<file path="src/rtl/instr_loader_if.sv">
`default_nettype none
// ============================================================================
// Module      : instr_loader_if
// Description : Signal bundle between a boot byte source / instruction memory
//               and the instruction loader.
//   slave  modport : loader side (consumes bytes, produces writes + status)
//   master modport : source side (drives start and the byte stream)
//   Signals:
//     start      one-cycle load request
//     rx_data    incoming byte            rx_valid  byte present
//     rx_ready   loader accepts a byte this cycle
//     we/waddr/wdata  instruction-memory write port
//     cpu_reset  holds the CPU in reset (low only after a good load)
//     busy/done/error  load status
// Revision    : 1.0 - initial release
// ============================================================================
interface instr_loader_if #(
  parameter int ADDR_WIDTH = 11
);
  logic                  start;
  logic [7:0]            rx_data;
  logic                  rx_valid;
  logic                  rx_ready;
  logic                  we;
  logic [ADDR_WIDTH-1:0] waddr;
  logic [15:0]           wdata;
  logic                  cpu_reset;
  logic                  busy;
  logic                  done;
  logic                  error;

  modport slave (
    input  start, rx_data, rx_valid,
    output rx_ready, we, waddr, wdata, cpu_reset, busy, done, error
  );

  modport master (
    output start, rx_data, rx_valid,
    input  rx_ready, we, waddr, wdata, cpu_reset, busy, done, error
  );
endinterface
`default_nettype wire

</file>
<file path="src/rtl/instr_loader.sv">
`default_nettype none
// ============================================================================
// Module      : instr_loader
// Description : Boot-time writer for the Hack instruction memory. Receives a
//               big-endian length N followed by N 16-bit words (high byte
//               first) over a byte valid/ready stream and writes them to
//               consecutive addresses from 0. Keeps the CPU in reset until a
//               load completes successfully.
//   Ports:
//     clk    system clock, rising edge
//     reset  synchronous active-high reset
//     bus    instr_loader_if.slave: start, rx_data/rx_valid/rx_ready,
//            we/waddr/wdata, cpu_reset, busy, done, error
// Revision    : 1.0 - initial release
// ============================================================================
module instr_loader #(
  parameter int ADDR_WIDTH = 11,
  parameter int DEPTH      = 2048
) (
  input  logic           clk,
  input  logic           reset,
  instr_loader_if.slave  bus
);

  // Counter is one bit wider than the address so N == DEPTH fits.
  localparam int          CW      = ADDR_WIDTH + 1;
  localparam logic [16:0] DEPTH_W = 17'(DEPTH);

  typedef enum logic [2:0] {
    S_IDLE    = 3'd0,
    S_LEN_HI  = 3'd1,
    S_LEN_LO  = 3'd2,
    S_DATA_HI = 3'd3,
    S_DATA_LO = 3'd4,
    S_WRITE   = 3'd5,
    S_DONE    = 3'd6,
    S_ERR     = 3'd7
  } state_t;

  state_t          state;
  logic [15:0]     len;
  logic [CW-1:0]   cnt;

  // rx_ready is a registered copy of "state is a receive state", so a
  // transfer can be qualified directly from it.
  logic            take;
  logic [15:0]     len_next;
  logic [15:0]     cnt_ext;
  logic            last_word;

  assign take      = bus.rx_valid & bus.rx_ready;
  // Length as it will be once the low byte currently on rx_data is taken.
  assign len_next  = {len[15:8], bus.rx_data};
  assign cnt_ext   = 16'(cnt);
  assign last_word = ((cnt_ext + 16'd1) == len);

  always_ff @(posedge clk) begin
    if (reset) begin
      state         <= S_IDLE;
      len           <= '0;
      cnt           <= '0;
      bus.rx_ready  <= 1'b0;
      bus.we        <= 1'b0;
      bus.waddr     <= '0;
      bus.wdata     <= '0;
      bus.cpu_reset <= 1'b1;
      bus.busy      <= 1'b0;
      bus.done      <= 1'b0;
      bus.error     <= 1'b0;
    end else begin
      bus.we <= 1'b0;
      case (state)
        S_IDLE, S_DONE, S_ERR: begin
          // Any byte presented alongside start is not consumed: rx_ready
          // is low in these states.
          if (bus.start) begin
            state         <= S_LEN_HI;
            bus.rx_ready  <= 1'b1;
            bus.busy      <= 1'b1;
            bus.cpu_reset <= 1'b1;
            bus.done      <= 1'b0;
            bus.error     <= 1'b0;
          end
        end

        S_LEN_HI: begin
          if (take) begin
            len[15:8] <= bus.rx_data;
            state     <= S_LEN_LO;
          end
        end

        S_LEN_LO: begin
          if (take) begin
            len[7:0] <= bus.rx_data;
            if (len_next == 16'd0) begin
              state         <= S_DONE;
              bus.rx_ready  <= 1'b0;
              bus.busy      <= 1'b0;
              bus.cpu_reset <= 1'b0;
              bus.done      <= 1'b1;
            end else if ({1'b0, len_next} > DEPTH_W) begin
              state         <= S_ERR;
              bus.rx_ready  <= 1'b0;
              bus.busy      <= 1'b0;
              bus.error     <= 1'b1;
            end else begin
              cnt   <= '0;
              state <= S_DATA_HI;
            end
          end
        end

        S_DATA_HI: begin
          if (take) begin
            bus.wdata[15:8] <= bus.rx_data;
            state           <= S_DATA_LO;
          end
        end

        S_DATA_LO: begin
          if (take) begin
            bus.wdata[7:0] <= bus.rx_data;
            // Strobe and address are registered here so they appear
            // together during the single WRITE cycle.
            bus.we         <= 1'b1;
            bus.waddr      <= cnt[ADDR_WIDTH-1:0];
            bus.rx_ready   <= 1'b0;
            state          <= S_WRITE;
          end
        end

        S_WRITE: begin
          cnt <= cnt + CW'(1);
          if (last_word) begin
            // DONE follows the final write on the very next edge, so the
            // CPU leaves reset only after the last word is in memory.
            state         <= S_DONE;
            bus.busy      <= 1'b0;
            bus.cpu_reset <= 1'b0;
            bus.done      <= 1'b1;
          end else begin
            state        <= S_DATA_HI;
            bus.rx_ready <= 1'b1;
          end
        end

        default: state <= S_IDLE;
      endcase
    end
  end

endmodule
`default_nettype wire

</file>
<file path="src/flat_wrapper.sv">
// flat-port wrapper written by rule: the top's interface ports become plain ports
module instr_loader_flat 
#(
  parameter int ADDR_WIDTH = 11,
  parameter int DEPTH      = 2048
)
  (clk, reset, bus_start, bus_rx_data, bus_rx_valid, bus_rx_ready, bus_we, bus_waddr, bus_wdata, bus_cpu_reset, bus_busy, bus_done, bus_error);
  instr_loader_if #(.ADDR_WIDTH(ADDR_WIDTH)) bus_i ();
  input  logic clk;
  input  logic reset;
  input wire logic [$bits(bus_i.start)-1:0] bus_start;
  input wire logic [$bits(bus_i.rx_data)-1:0] bus_rx_data;
  input wire logic [$bits(bus_i.rx_valid)-1:0] bus_rx_valid;
  output wire logic [$bits(bus_i.rx_ready)-1:0] bus_rx_ready;
  output wire logic [$bits(bus_i.we)-1:0] bus_we;
  output wire logic [$bits(bus_i.waddr)-1:0] bus_waddr;
  output wire logic [$bits(bus_i.wdata)-1:0] bus_wdata;
  output wire logic [$bits(bus_i.cpu_reset)-1:0] bus_cpu_reset;
  output wire logic [$bits(bus_i.busy)-1:0] bus_busy;
  output wire logic [$bits(bus_i.done)-1:0] bus_done;
  output wire logic [$bits(bus_i.error)-1:0] bus_error;
  assign bus_i.start = bus_start;
  assign bus_i.rx_data = bus_rx_data;
  assign bus_i.rx_valid = bus_rx_valid;
  assign bus_rx_ready = bus_i.rx_ready;
  assign bus_we = bus_i.we;
  assign bus_waddr = bus_i.waddr;
  assign bus_wdata = bus_i.wdata;
  assign bus_cpu_reset = bus_i.cpu_reset;
  assign bus_busy = bus_i.busy;
  assign bus_done = bus_i.done;
  assign bus_error = bus_i.error;
  instr_loader #(.ADDR_WIDTH(ADDR_WIDTH), .DEPTH(DEPTH)) u_core (.clk(clk), .reset(reset), .bus(bus_i));
endmodule
</file>
<file path="config.mk">
export PLATFORM = sky130hd
export DESIGN_NAME = instr_loader_flat
export DESIGN_NICKNAME = d
export VERILOG_FILES = /design/src/rtl/instr_loader_if.sv /design/src/rtl/instr_loader.sv /design/src/flat_wrapper.sv
export SDC_FILE = /design/constraint.sdc
export NUM_CORES = 1
export LEC_CHECK = 0
export CORE_MARGIN = 3
export CORE_UTILIZATION = 54
export DETAILED_ROUTE_END_ITERATION = 8
export PLACE_DENSITY = 0.81
export SLEW_MARGIN = 20
export SYNTH_ARGS = -nofsm -noshare
export SYNTH_HDL_FRONTEND = slang
export SYNTH_SLANG_ARGS = --single-unit
</file>
<file path="constraint.sdc">
create_clock -name clk -period 3.2 [get_ports clk]
set_input_delay 0.32 -clock clk [delete_from_list [all_inputs] [get_ports clk]]
set_output_delay 0.32 -clock clk [all_outputs]
set_load 0.005 [all_outputs]
</file>
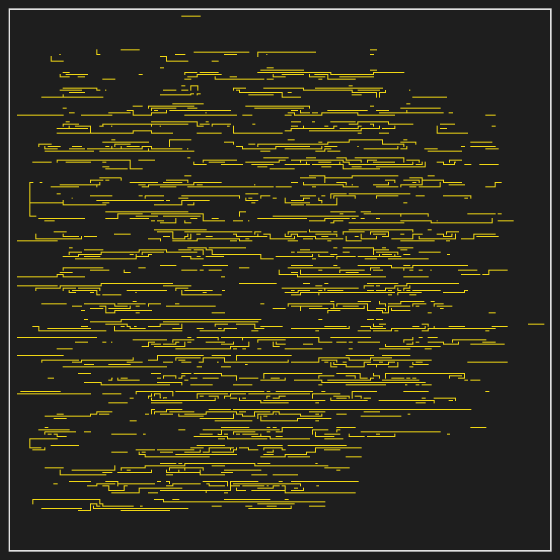
(run_1/m1.png)
wire length on this layer: 3,200 um
nets with wire on the layer: 377
longest straight run: 35.9 um
main direction: horizontal
number of vias in the routed layout: 2,729
wirelength, routed: 7010 um
met1 Use GR: 29.9%

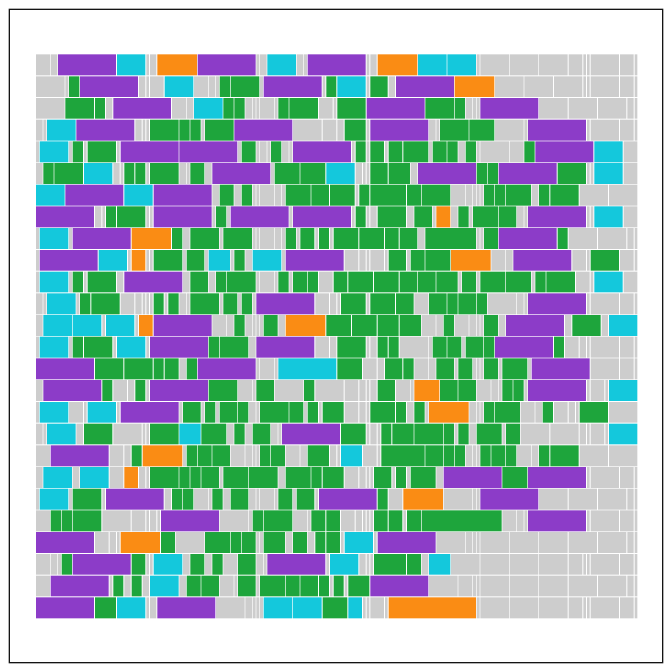
(run_1/class_map.png)
Fill, decap, tap and diode cells in gray.
| color | class | cells | share of their area |
|---|---|---|---|
| cyan | remaining buffers and delay cells | 49 | 13% |
| orange | clock drivers and dummy loads | 16 | 5.4% |
| green | remaining logic cells | 269 | 46% |
| purple | registers | 64 | 35% |
final core occ: 70.1%
row count: 26
Placeable Area: 0.00534 mm2

==> run notes, run 1 <==
The flow completed. The flow ran to the end, and the final reports show no timing, DRC or antenna violations. Depth of the CTS H-tree landed at 3. Timing would allow up to 0.358 GHz. Biggest fanout along the worst timing path landed at 8. Tapcell count landed at about 70. Among all cell classes, the greatest summed area belongs to combinational gates. The script extracted a total leakage power of roughly 0.0015 uW. Fraction of standard cell area in multi-input logic landed at around 45%. The first routing iteration left about 260 violations. Per Yosys stat, the portion of area used by sequential elements is between 40% and 50%. After synthesis the cells add up to 0.00309 mm2. The largest total area in the synthesized netlist belongs to dfxtp_1.

Setup repair after global routing left no endpoint under its margin. Per the final report, max-transition violations number 0. The slowest stage of the critical path belongs to the cell or4_4. The synthesized netlist handed to floorplanning was reported with a cell count of 361. Summing all non-filler instances in the final layout gives an area of ~0.0037 mm2.

The congestion estimate from routability-driven global placement came to roughly 0.9. Tally of OpenROAD warnings landed at 26. Timing analysis after detailed placement gives a worst setup slack of around 0.42 ns. Via count of the first global-routing pass landed at roughly 2,600. Portion of synthesized cell area occupied by the leading cell type landed at approximately two fifths.

Largest clock skew in the final design landed at around 0.0050 ns. Data on the critical path is required at its endpoint by 3.44 ns. Full die area landed at about 0.0067 mm2. IR analysis of the VDD net gives a maximum drop of roughly 0.00034 V. Synthesis inferred between 60 and 70 register bits. Final setup violation count landed at 0. In the placement report, post-DP HPWL is listed as between 4000 and 5000 um. The critical path in this run is classified as reg2reg. In the layout the commonest cells are dfxtp_1, nor2_1, clkdlybuf4s50_1.

Pin count of the biggest net entering global routing landed at ~64. After synthesis, the netlist uses ~50 different library cells. Area occupied by registers landed at 0.00128 mm2. Post-layout net count landed at between 400 and 500. In this run, synthesis inferred 0 flip-flops with an integrated enable.

Non-clock buffer count in the final layout landed at ~49. The number of antenna violations at the first check in global routing is 0. Remaining global-route overflow landed at 0. STA classifies the critical path startpoint as a flip-flop. The final layout report lists a filler cell count of 453.

TritonCTS built the clock tree. Core utilization before placement landed at around 58%. Final hold violation count landed at 0. In the post-synthesis netlist, the biggest area contributors are dfxtp_1, mux2i_1, nor2_1.

For this design the top-level I/O count stands at around 45. Yosys stat counts ~360 cells in the synthesized netlist. The path class of the tightest hold or removal check is reg2reg. Relative area of clock buffers and inverters in the final design landed at about 5.2%. The detail route stage leaves a number of antenna-violating nets equal to 0. Leaving out fill and tap cells, the most frequent cell in the layout is dfxtp_1. Power spread over the standard cell area amounts to approximately 430 mW/mm2. Share of the clock period used by the worst path after layout landed at 87.4%.

In the synthesized netlist, the cells that appear most often are dfxtp_1, nor2_1, nand2_1, mux2i_1, clkbuf_1. Gates resized during post-CTS repair numbered 0. The first detailed-routing pass took 4 iterations.
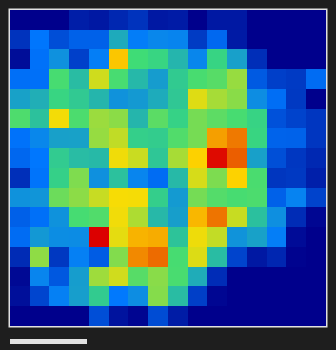
(run_1/route_heat.png)
Bar = 20 um. 16 x 16 tiles, from dark blue (low) to red (high), scaled to the fullest tile. Values are wire area over tile area, all layers added.
mean over tiles: 0.17
fullest tile: 0.52
tiles over half the peak: 28%
densest ninth of the die: middle
nearly empty tiles: 17%
total routing resource utilization after global routing: 22.9%
DR WL/cell: 15.0 um

[run 1: sequential cells by signal, indices dropped and copies added, names as in the netlist, 3 cells and up]
signal	flops
u_core.bus.waddr	11
u_core.bus.wdata	16
u_core.cnt	12
u_core.state	3
u_core.len	16
[run 1: routing by layer]
layer  vias up  track usage (%)  routed length [um]
met1      1285             29.9                3200
met4         0             10.3                 112
met3        12             4.39                 420
met5         -                0                   0
li1       1351                -                   -
met2        81             36.7                3280
[run 1: metrics by stage]
stage          instances  total power [uW]  hold WS [ns]
2_1_floorplan        361               879         0.448
3_3_place_gp         452               916         0.452
3_5_place_dp         452               918         0.454
4_1_cts              468              1600         0.470
5_1_grt              468              1640         0.494
6_report             468              1590         0.468
[run 1: logic make-up after synthesis]
logic type	count (synthesis)	share of synthesized area, %
AND/OR/NAND/NOR	155	24.1
flip-flops	64	41.4
AND-OR/OR-AND	60	14.4
multiplexers	36	11.7
buffers and inverters	32	4.37
XOR/XNOR	13	3.68
adder cells (fa/ha/maj)	1	0.404
[run 1: final timing paths]
check,startpoint,slack (ns),endpoint,depth (start not counted)
max reg2reg,u_core.cnt[0]$_SDFFE_PP0P_,0.40,u_core.bus.cpu_reset$_SDFFE_PP1P_,7
max,u_core.cnt[0]$_SDFFE_PP0P_,0.40,u_core.bus.cpu_reset$_SDFFE_PP1P_,7
min reg2reg,u_core.len[3]$_SDFFE_PP0P_,0.47,u_core.len[3]$_SDFFE_PP0P_,2
min,u_core.len[3]$_SDFFE_PP0P_,0.47,u_core.len[3]$_SDFFE_PP0P_,2
[run 1: where the power goes]
group / leakage [uW] / switching, uW / internal (uW)
Sequential: 0.000516 / 11.4 / 803
Combinational: 0.000890 / 48.1 / 38.2
Clock: 0.000106 / 315 / 376
==> run_1/clock_nets.png <==
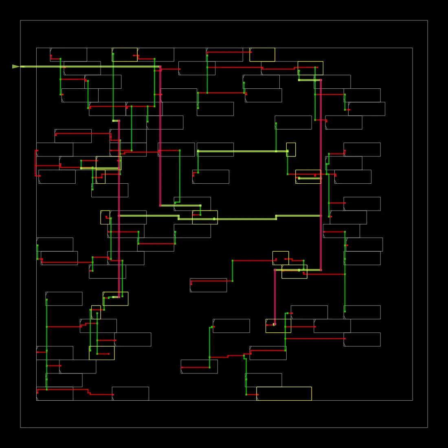

--- run 2 (diff from run 1) ---
CORE_UTILIZATION = 49   (was 54)
PLACE_DENSITY = 0.78   (was 0.81)
clock period = 2.5 ns   (was 3.2 ns; I/O delays follow)
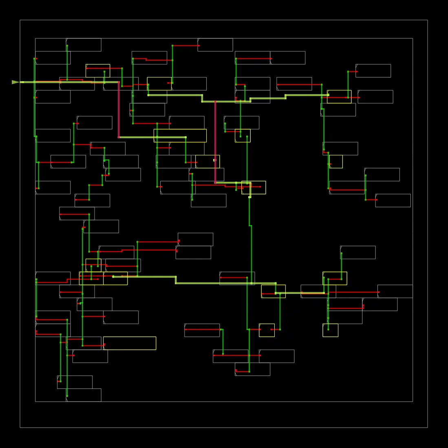
(run_2/clock_nets.png)
insertion delay of the later-clocked pin in the worst-skew pair: 0.35 ns
clock group total power: 1010 uW

==> run 2 against run 1 <==
Maximum frequency is 15% higher. Non-clock buffer count is 33 higher. Final area is 7.5% higher. Core utilization is 3.4 points lower. Hold slack worse by 0.055 ns. Synthesized cell count stayed put. Critical endpoint unchanged. Clock power is 46% higher. Sequential power is 28% higher. Critical path depth is 1 higher. Count of clock-buffer cells in the layout is 1 lower. Clock skew is 0.0050 ns higher. Synthesized area stayed put.
==> run notes, run 2 <==
The flow completed. Endpoints failing hold in the final report were tallied at 0. In the final layout, multi-input gates take up between 40% and 50% of the cell area. The largest registers in the layout are u_core.bus.wdata (16), u_core.len (16), u_core.cnt (12). In the layout the commonest cells are dfxtp_1, nor2_1, clkdlybuf4s50_1.

For the worst setup path, the data required time is 2.74 ns. Tapcell count landed at ~75. Register area share after synthesis landed at around two fifths. Fmax landed at around 0.41 GHz. Post-CTS setup buffer count landed at 0. The synthesized design contains 0 enable-type register cells. Global routing used around 22% of the available tracks across all layers. For this block, the via count after detailed routing is around 2,900. Total power per unit cell area landed at between 500 and 600 mW/mm2.

Post-detailed-route wirelength per cell landed at between 15 and 20 um. The synth_stat.txt file lists the number of cells as 361. The slowest stage of the critical path is the or4_4 cell.

Peak supply drop landed at 0.000645 V. According to the report, the first pass of detailed routing completed in 5 iterations. Cell row count landed at 28. OpenROAD reports that the post-layout worst path occupies roughly 97% of the period. The clock tree synthesis step divided the H-tree into 3 levels. The final report gives the standard cell area, fillers excluded, as between 0.004 and 0.005 mm2. Per the post-synthesis report, the number of cells in the design is around 360. The count of nets left with antenna violations once routing finished came out at 0. The critical path is of the reg2reg type.

The synthesized netlist occupies a cell area of 0.00309 mm2. The wire-length estimate of the detail-placed layout is 5470 um. The layout report lists the combined flip-flop and latch area as 0.00128 mm2.

Looking at area per cell type in the netlist, the leader is dfxtp_1. Hold timing on the final database bottoms out at a slack of a little over 0.4 ns. The largest cell class by area is combinational gates. Warnings raised by the tools during the run amount to 26. Entering global routing, the biggest net connects 35 pins.

The layout report lists the clock-cell share of area as ~5.6%. Yosys reports that the leading cell type by area covers ~41% of the netlist area. The flow ran to the end, and the final reports show no timing, DRC or antenna violations.

After layout, the setup clock skew is reported as between 0.01 and 0.015 ns. Remaining global-route overflow landed at 0. Post-synthesis cell type count landed at roughly 50. The leakage component of the power was reported as between 0.0015 and 0.002 uW. Via count of the first global-routing pass landed at between 2,000 and 3,000. Buffer-and-inverter tally for the worst setup path landed at 1. The region available for standard cell placement spans around 0.006 mm2. In the synthesized netlist, the cells that appear most often are dfxtp_1, nor2_1, nand2_1, mux2i_1, clkbuf_1. Setup repair after global routing left no endpoint under its margin. Core utilization before placement landed at 51.3%. At the end of routability-driven placement, the weighted congestion stood at just over 0.9. Max-slew violation total from the final report landed at 0. After filler insertion, the fill cell instance count of the layout stands at just over 500. In this run the worst path has a maximum fanout of 5. In this run, the number of DRC markers left after iteration 0 of detailed routing was roughly 170. Post-layout net count landed at approximately 440. The number of antenna violations at the first check in global routing came to 0.

The type recorded for the worst min-delay path is in2reg. Total power for the finished layout comes to ~2200 uW. The count of cells in the finished layout, fillers not included, comes to 506.

Sorting the synthesized cells by area gives the leading types as dfxtp_1, mux2i_1, nor2_1. Non-clock buffer count in the final layout landed at approximately 80. The worst path meets setup with around 0.075 ns of slack. According to the floorplan report, the total die area is between 0.007 and 0.008 mm2. Per the detailed-route log, wirelength across all metal layers totals 7700 um. Before CTS, the worst setup slack after placement is 0.0171 ns. TritonCTS built the clock tree.
-- run 2: per-layer routing --
layer	up-vias	share of wire, %	track usage [%]
met4	0	1.1	5.18
li1	1427	-	-
met1	1351	44	26.8
met5	-	0	0
met2	109	49	36.9
met3	13	6.2	7.09
-- run 2: worst paths after layout --
check | start | depth (start not counted) | end | slack [ns]
max reg2reg | u_core.cnt[0]$_SDFFE_PP0P_ | 8 | u_core.bus.cpu_reset$_SDFFE_PP1P_ | 0.07
min reg2reg | u_core.len[6]$_SDFFE_PP0P_ | 2 | u_core.len[6]$_SDFFE_PP0P_ | 0.47
min | reset | 2 | u_core.bus.wdata[10]$_SDFFE_PP0P_ | 0.41
max | u_core.cnt[0]$_SDFFE_PP0P_ | 8 | u_core.bus.cpu_reset$_SDFFE_PP1P_ | 0.07
-- run 2: repair_timing --
action / in CTS / in global routing
resized: 0 / 1
hold buffers: 0 / 0
endpoints found under the hold margin: 0 / 0
setup endpoints to repair: 0 / 1
-- run 2: power by group --
| group | internal, uW | total (uW) | switching, uW |
|---|---|---|---|
| clock | 571 | 1010 | 436 |
| combinational | 63.3 | 131 | 68.2 |
| sequential | 1030 | 1040 | 12.4 |
| total | 1660 | 2180 | 517 |
-- run 2: cell families (layout without fill, tap and decap cells) --
family | count (synthesis) | in the layout | share of synthesized area, %
DFF | 64 | 64 | 41.4
AOI/OAI and AO/OA | 60 | 60 | 14.4
and+or+nand+nor | 155 | 155 | 24.1
buffers and inverters | 32 | 102 | 4.37
xor gates and xnor gates | 13 | 13 | 3.68
muxes | 36 | 36 | 11.7
adders and majority gates | 1 | 1 | 0.404
Power figures rest on the tool's default switching activity, not on a simulated workload.
